clock_map.png
Scale bar: 20 um.
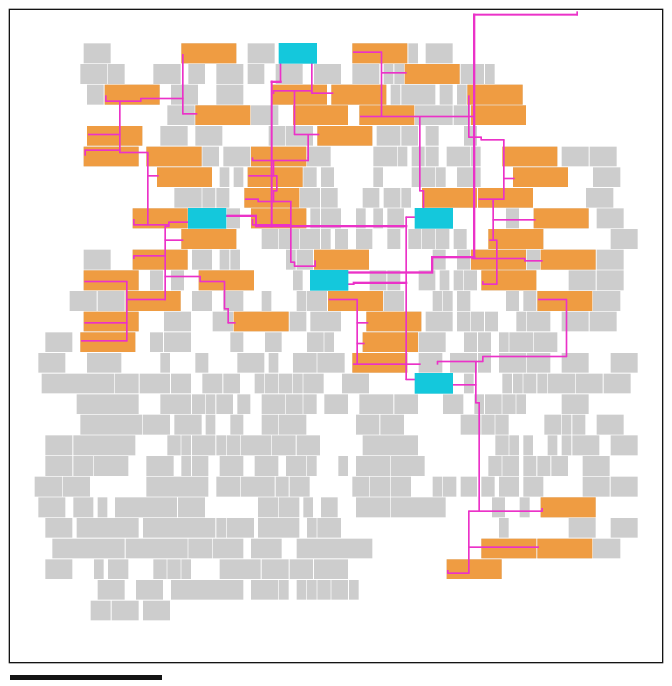
pins.png
Pins as bars across the die edge, other pins in grey.
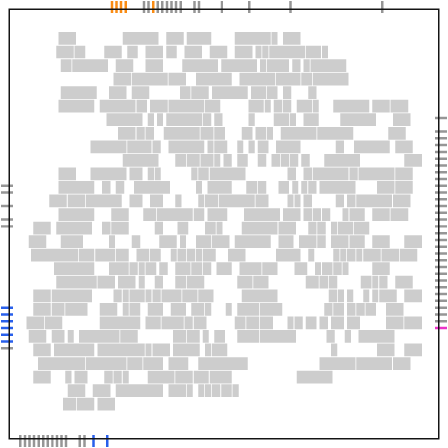
final_placement.png
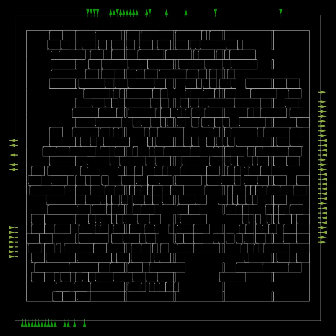
cell_classes.png
Fill, decap, tap and diode cells in grey.
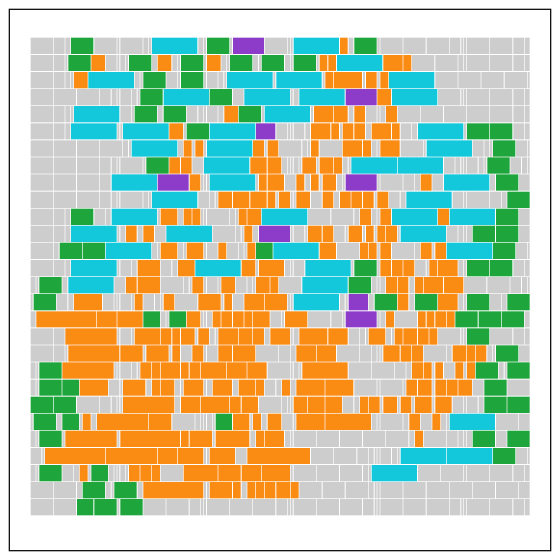
metal_stack.png
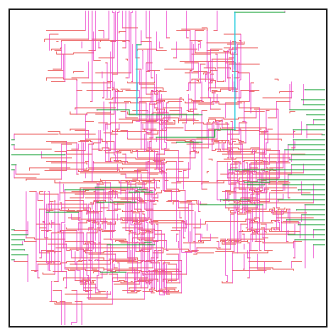
$ cat src/rtl/pic_pkg.sv
// pic_pkg: shared FSM states, OCW2 command codes and priority helpers for the PIC acknowledge logic.
package pic_pkg;
  typedef enum logic [2:0] {S_IDLE, S_REQ, S_ACK1, S_WAIT2, S_ACK2} state_t;
  localparam logic [2:0] OCW2_NS_EOI       = 3'b001;
  localparam logic [2:0] OCW2_S_EOI        = 3'b011;
  localparam logic [2:0] OCW2_ROT_NS_EOI   = 3'b101;
  localparam logic [2:0] OCW2_ROT_S_EOI    = 3'b111;
  localparam logic [2:0] OCW2_SET_PRI      = 3'b110;
  localparam logic [2:0] OCW2_ROT_AEOI_SET = 3'b100;
  localparam logic [2:0] OCW2_ROT_AEOI_CLR = 3'b000;
  function automatic logic [2:0] rank(input logic [2:0] level, input logic [2:0] rotate);
    return level - rotate - 3'd1;
  endfunction
  function automatic logic [2:0] onehot_index(input logic [7:0] oh);
    logic [2:0] idx;
    idx = 3'd0;
    for (int i = 0; i < 8; i++) if (oh[i]) idx = 3'(i);
    return idx;
  endfunction
endpackage

$ cat src/rtl/priority_resolver.sv
// priority_resolver: picks the best-ranked pending request and qualifies it against the in-service level.
module priority_resolver
  import pic_pkg::*;
(
  input  logic [7:0] request,
  input  logic [2:0] rotate,
  input  logic [7:0] in_service,
  output logic       valid,
  output logic [7:0] onehot,
  output logic [2:0] index
);
  logic       found;
  logic [2:0] lvl;
  always_comb begin
    found = 1'b0;
    index = 3'd0;
    lvl   = 3'd0;
    for (int r = 7; r >= 0; r--) begin
      lvl = rotate + 3'(r) + 3'd1;
      if (request[lvl]) begin
        found = 1'b1;
        index = lvl;
      end
    end
    valid  = found && (in_service == 8'd0 ||
             rank(index, rotate) < rank(onehot_index(in_service), rotate));
    onehot = valid ? 8'd1 << index : 8'd0;
  end
endmodule

$ cat src/rtl/interrupt_ack_control.sv
// interrupt_ack_control: INT/INTA sequencer and OCW2 EOI/rotate decoder feeding the ISR.
// Automatic EOI and AEOI rotation exist only when PIC_AUTO_EOI_EN is defined.
module interrupt_ack_control
  import pic_pkg::*;
#(
  parameter int ACK_TIMEOUT = 255
) (
  input  logic       clock,
  input  logic       reset,
  input  logic       inta_n,
  input  logic [7:0] interrupt_request,
  input  logic [7:0] in_service_register,
  input  logic [7:0] highest_level_in_service,
  input  logic [2:0] priority_rotate,
  input  logic [4:0] icw2_vector,
  input  logic       aeoi_mode,
  input  logic       ocw2_write,
  input  logic [7:0] ocw2_data,
  output logic       int_out,
  output logic       latch_in_service,
  output logic [7:0] interrupt,
  output logic [7:0] end_of_interrupt,
  output logic       priority_rotate_load,
  output logic [2:0] priority_rotate_next,
  output logic [7:0] vector_out,
  output logic       vector_drive,
  output logic       ack_abort
);
  localparam int CW = $clog2(ACK_TIMEOUT + 1);
  state_t     state_q, state_d;
  logic       inta_q, fall, cand_valid, ns, sp;
  logic [7:0] cand_onehot;
  logic [2:0] cand_idx, cmd, lvl, level_q, level_d, rot_next_q, rot_next_d;
  logic [CW-1:0] cnt_q, cnt_d;
  logic       spur_q, spur_d, int_q, int_d, latch_q, latch_d, load_q, load_d;
  logic       vdrv_q, vdrv_d, abort_q, abort_d;
  logic [7:0] irq_q, irq_d, eoi_q, eoi_d, vec_q, vec_d;
  logic       unused_ok;
`ifdef PIC_AUTO_EOI_EN
  logic       flag_q, flag_d;
  assign unused_ok = ^{in_service_register, ocw2_data[4:3]};
`else
  assign unused_ok = ^{in_service_register, ocw2_data[4:3], aeoi_mode};
`endif
  priority_resolver u_res (
    .request   (interrupt_request),
    .rotate    (priority_rotate),
    .in_service(highest_level_in_service),
    .valid     (cand_valid),
    .onehot    (cand_onehot),
    .index     (cand_idx)
  );
  always_comb begin
    fall       = inta_q & ~inta_n;
    cmd        = ocw2_data[7:5];
    lvl        = ocw2_data[2:0];
    state_d    = state_q;
    cnt_d      = '0;
    level_d    = level_q;
    spur_d     = spur_q;
    latch_d    = 1'b0;
    irq_d      = 8'd0;
    abort_d    = 1'b0;
    eoi_d      = 8'd0;
    load_d     = 1'b0;
    rot_next_d = rot_next_q;
`ifdef PIC_AUTO_EOI_EN
    flag_d     = flag_q;
`endif
    case (state_q)
      S_IDLE:
        if (fall) begin
          level_d = 3'd7;
          spur_d  = 1'b1;
          state_d = S_ACK1;
        end else if (cand_valid) state_d = S_REQ;
      S_REQ:
        if (fall) begin
          level_d = cand_valid ? cand_idx : 3'd7;
          spur_d  = ~cand_valid;
          latch_d = cand_valid;
          irq_d   = cand_onehot;
          state_d = S_ACK1;
        end else if (!cand_valid) state_d = S_IDLE;
      S_ACK1: state_d = S_WAIT2;
      S_WAIT2:
        if (fall) state_d = S_ACK2;
        else if (cnt_q == CW'(ACK_TIMEOUT)) begin
          abort_d = 1'b1;
          eoi_d   = spur_q ? 8'd0 : 8'd1 << level_q;
          state_d = S_IDLE;
        end else cnt_d = cnt_q + 1'b1;
      S_ACK2:
        if (inta_n) begin
          state_d = S_IDLE;
`ifdef PIC_AUTO_EOI_EN
          if (aeoi_mode && !spur_q) begin
            eoi_d = 8'd1 << level_q;
            if (flag_q) begin
              load_d     = 1'b1;
              rot_next_d = level_q;
            end
          end
`endif
        end
      default: state_d = S_IDLE;
    endcase
    // OCW2 is applied after AEOI so its rotate value takes precedence
    ns = ocw2_write && (cmd == OCW2_NS_EOI || cmd == OCW2_ROT_NS_EOI);
    sp = ocw2_write && (cmd == OCW2_S_EOI || cmd == OCW2_ROT_S_EOI);
    eoi_d = eoi_d | (ns ? highest_level_in_service : sp ? 8'd1 << lvl : 8'd0);
    if (ocw2_write && cmd == OCW2_ROT_NS_EOI && highest_level_in_service != 8'd0) begin
      load_d     = 1'b1;
      rot_next_d = onehot_index(highest_level_in_service);
    end
    if (ocw2_write && (cmd == OCW2_ROT_S_EOI || cmd == OCW2_SET_PRI)) begin
      load_d     = 1'b1;
      rot_next_d = lvl;
    end
`ifdef PIC_AUTO_EOI_EN
    if (ocw2_write && cmd == OCW2_ROT_AEOI_SET) flag_d = 1'b1;
    if (ocw2_write && cmd == OCW2_ROT_AEOI_CLR) flag_d = 1'b0;
`endif
    int_d  = state_d == S_REQ;
    vdrv_d = state_d == S_ACK2;
    vec_d  = vdrv_d ? {icw2_vector, level_d} : 8'd0;
  end
  always_ff @(posedge clock) begin
    if (reset) begin
      state_q    <= S_IDLE;
      inta_q     <= 1'b1;
      cnt_q      <= '0;
      level_q    <= 3'd0;
      spur_q     <= 1'b0;
      int_q      <= 1'b0;
      latch_q    <= 1'b0;
      irq_q      <= 8'd0;
      eoi_q      <= 8'd0;
      load_q     <= 1'b0;
      rot_next_q <= 3'd0;
      vec_q      <= 8'd0;
      vdrv_q     <= 1'b0;
      abort_q    <= 1'b0;
    end else begin
      state_q    <= state_d;
      inta_q     <= inta_n;
      cnt_q      <= cnt_d;
      level_q    <= level_d;
      spur_q     <= spur_d;
      int_q      <= int_d;
      latch_q    <= latch_d;
      irq_q      <= irq_d;
      eoi_q      <= eoi_d;
      load_q     <= load_d;
      rot_next_q <= rot_next_d;
      vec_q      <= vec_d;
      vdrv_q     <= vdrv_d;
      abort_q    <= abort_d;
    end
  end
`ifdef PIC_AUTO_EOI_EN
  always_ff @(posedge clock) flag_q <= reset ? 1'b0 : flag_d;
`endif
  assign int_out              = int_q;
  assign latch_in_service     = latch_q;
  assign interrupt            = irq_q;
  assign end_of_interrupt     = eoi_q;
  assign priority_rotate_load = load_q;
  assign priority_rotate_next = rot_next_q;
  assign vector_out           = vec_q;
  assign vector_drive         = vdrv_q;
  assign ack_abort            = abort_q;
endmodule

$ cat config.mk
export PLATFORM = sky130hd
export DESIGN_NAME = interrupt_ack_control
export DESIGN_NICKNAME = d
export VERILOG_FILES = /design/src/rtl/pic_pkg.sv /design/src/rtl/priority_resolver.sv /design/src/rtl/interrupt_ack_control.sv
export SDC_FILE = /design/constraint.sdc
export NUM_CORES = 1
export LEC_CHECK = 0
export CORE_MARGIN = 3
export CORE_UTILIZATION = 44
export CTS_CLUSTER_SIZE = 30
export DETAILED_ROUTE_END_ITERATION = 7
export PLACE_DENSITY = 0.76
export RECOVER_POWER = 50
export SYNTH_ARGS = -nofsm -noshare
export SYNTH_HDL_FRONTEND = slang
export SYNTH_SLANG_ARGS = --single-unit
$ cat constraint.sdc
create_clock -name clock -period 5.9 [get_ports clock]
set_clock_uncertainty 0.05 [all_clocks]
set_input_delay 0.59 -clock clock [delete_from_list [all_inputs] [get_ports clock]]
set_output_delay 0.59 -clock clock [all_outputs]
set_load 0.005 [all_outputs]
==> flow.log <==
[flow] summary of implementation run
[metrics] end point of the worst hold path: priority_rotate_next[1]
[metrics] count of placed standard cells including taps: 443
[metrics] largest stage delay on the critical path: 0.47 ns
[metrics] type of element launching the critical path: input port
[metrics] post-cts hold-fix buffer tally: 0
[metrics] footprint of the flip-flops and latches: 961 sq um
[metrics] distinct cell type count of the synthesized netlist: 56
[metrics] maximum number of pins on one net before global-route repair: 25
[metrics] power density over cell area: 221 mW/mm^2
[metrics] Final setup violation count: 0
[metrics] Die ar.: 0.00739 sq mm
[metrics] I/O pins: 77
[metrics] worst slack after detailed placement: 0.191 ns
[metrics] cell-by-cell trace of the critical path: clkdlybuf4s50_1 -> inv_1 -> ha_1 -> buf_4 -> mux4_2 -> mux2_4 -> a31o_1 -> a21o_1 -> a211oi_2 -> a21o_2 -> inv_2 -> ha_1 -> fa_1 -> xnor2_1 -> xnor2_1 -> ha_1 -> a21o_1 -> a32oi_1 -> and3_1 -> buf_4 -> nand3b_1 -> nor3_1
[metrics] Total Neg Setup Slack: 0 ns
[metrics] Detail Route met3 WL: 478 um
[metrics] average detailed-routed wire length per instance: 14.7 um
[metrics] Crit Path Max Fanout: 13
[metrics] synthesis area per yosys: 0.00281 sq mm
[metrics] outcome: completed
[metrics] CP endpoint kind: flop
[metrics] Leading power group: registers
[metrics] standard cell area after detailed placement: 0.00356 sq mm
[metrics] H-tree depth: 2
[metrics] hold_sp: priority_rotate_next[1]
[metrics] Adders+Majority by Area: 0.0454
[metrics] met2 wire length: 2.95 mm
[metrics] min Tclk post-route: 5.44 ns
[metrics] most frequently placed logic cells in the final layout: dfxtp_1 (48), nor2_1 (36), dlygate4sd3_1 (35)
[metrics] highest attainable clock frequency: 184 MHz
[metrics] post_cts resized: 0
[metrics] top-count cell post-synth: dfxtp_1
[metrics] number of optimization iterations in the first detailed-route pass: 4
[metrics] number of cells in Yosys stat: 306
[metrics] count of antenna diodes in the layout: 0
[metrics] Mean Syn Cell Area: 9.19 sq um
[metrics] logic gate share of total power: 0.310
[metrics] XOR/XNOR share of the synthesized area: 0.0436
[metrics] buffers outside the clock class: 73
[metrics] ranking of synthesized cells by area: dfxtp_1 (34%), mux4_2 (5.6%), nor2_1 (4.8%), a21oi_1 (4.3%), mux4_1 (3.7%)
[metrics] Final Max-Slew Violation Tally: 0
[metrics] FILL cells: 535
[metrics] fraction of the cycle the final worst path needs: 0.922
[metrics] count of multi-input gates: 234
[metrics] seq pwr: 0.000345 W
[metrics] first-pass GRT wire length: 11.3 mm
[metrics] logic area: 0.00174 sq mm
Back to the opening pictures, clock_map.png:
[magenta] clock wires | length: 557 um
[orange] flip-flops | count: 48
[cyan] cells driving clock nets | count: 5
routed clock nets: 6
part of the total power dissipated in the clock network: 0.264
clk latency late pin: 0.30 ns
clock network power consumption: 0.000213 W

Back to the opening pictures, pins.png:
[blue] interrupt_request | pins: 8 | direction: input | edge: 6 west, 2 south
[orange] icw2_vector | pins: 5 | direction: input | edge: north
[magenta] priority_rotate_load | pins: 1 | direction: output | edge: east
all pins by edge: 31 east, 19 north, 15 south, 12 west
x dimension of the die: 86.0 um
count of port buffers added during placement: 65
Vert. Die Dim: 86.0 um

Back to the opening pictures, final_placement.png:
final cell utilization of the core: 0.603
Final Non-Filler Cells: 451
standard cell core area: 0.00606 sq mm

Back to the opening pictures, cell_classes.png:
[green] other buffers and delay cells | cells: 73 | share of their area: 20%
[cyan] flops | cells: 48 | share of their area: 27%
[orange] all other logic | cells: 247 | share of their area: 50%
[purple] clock drivers and dummy loads | cells: 8 | share of their area: 2.8%

Back to the opening pictures, metal_stack.png:
[magenta] met2 | wire length: 2,950 um
[green] met3 | wire length: 478 um
[cyan] met4 | wire length: 51.0 um
[red] met1 | wire length: 3,130 um

Power is estimated from default activity; no workload was simulated.
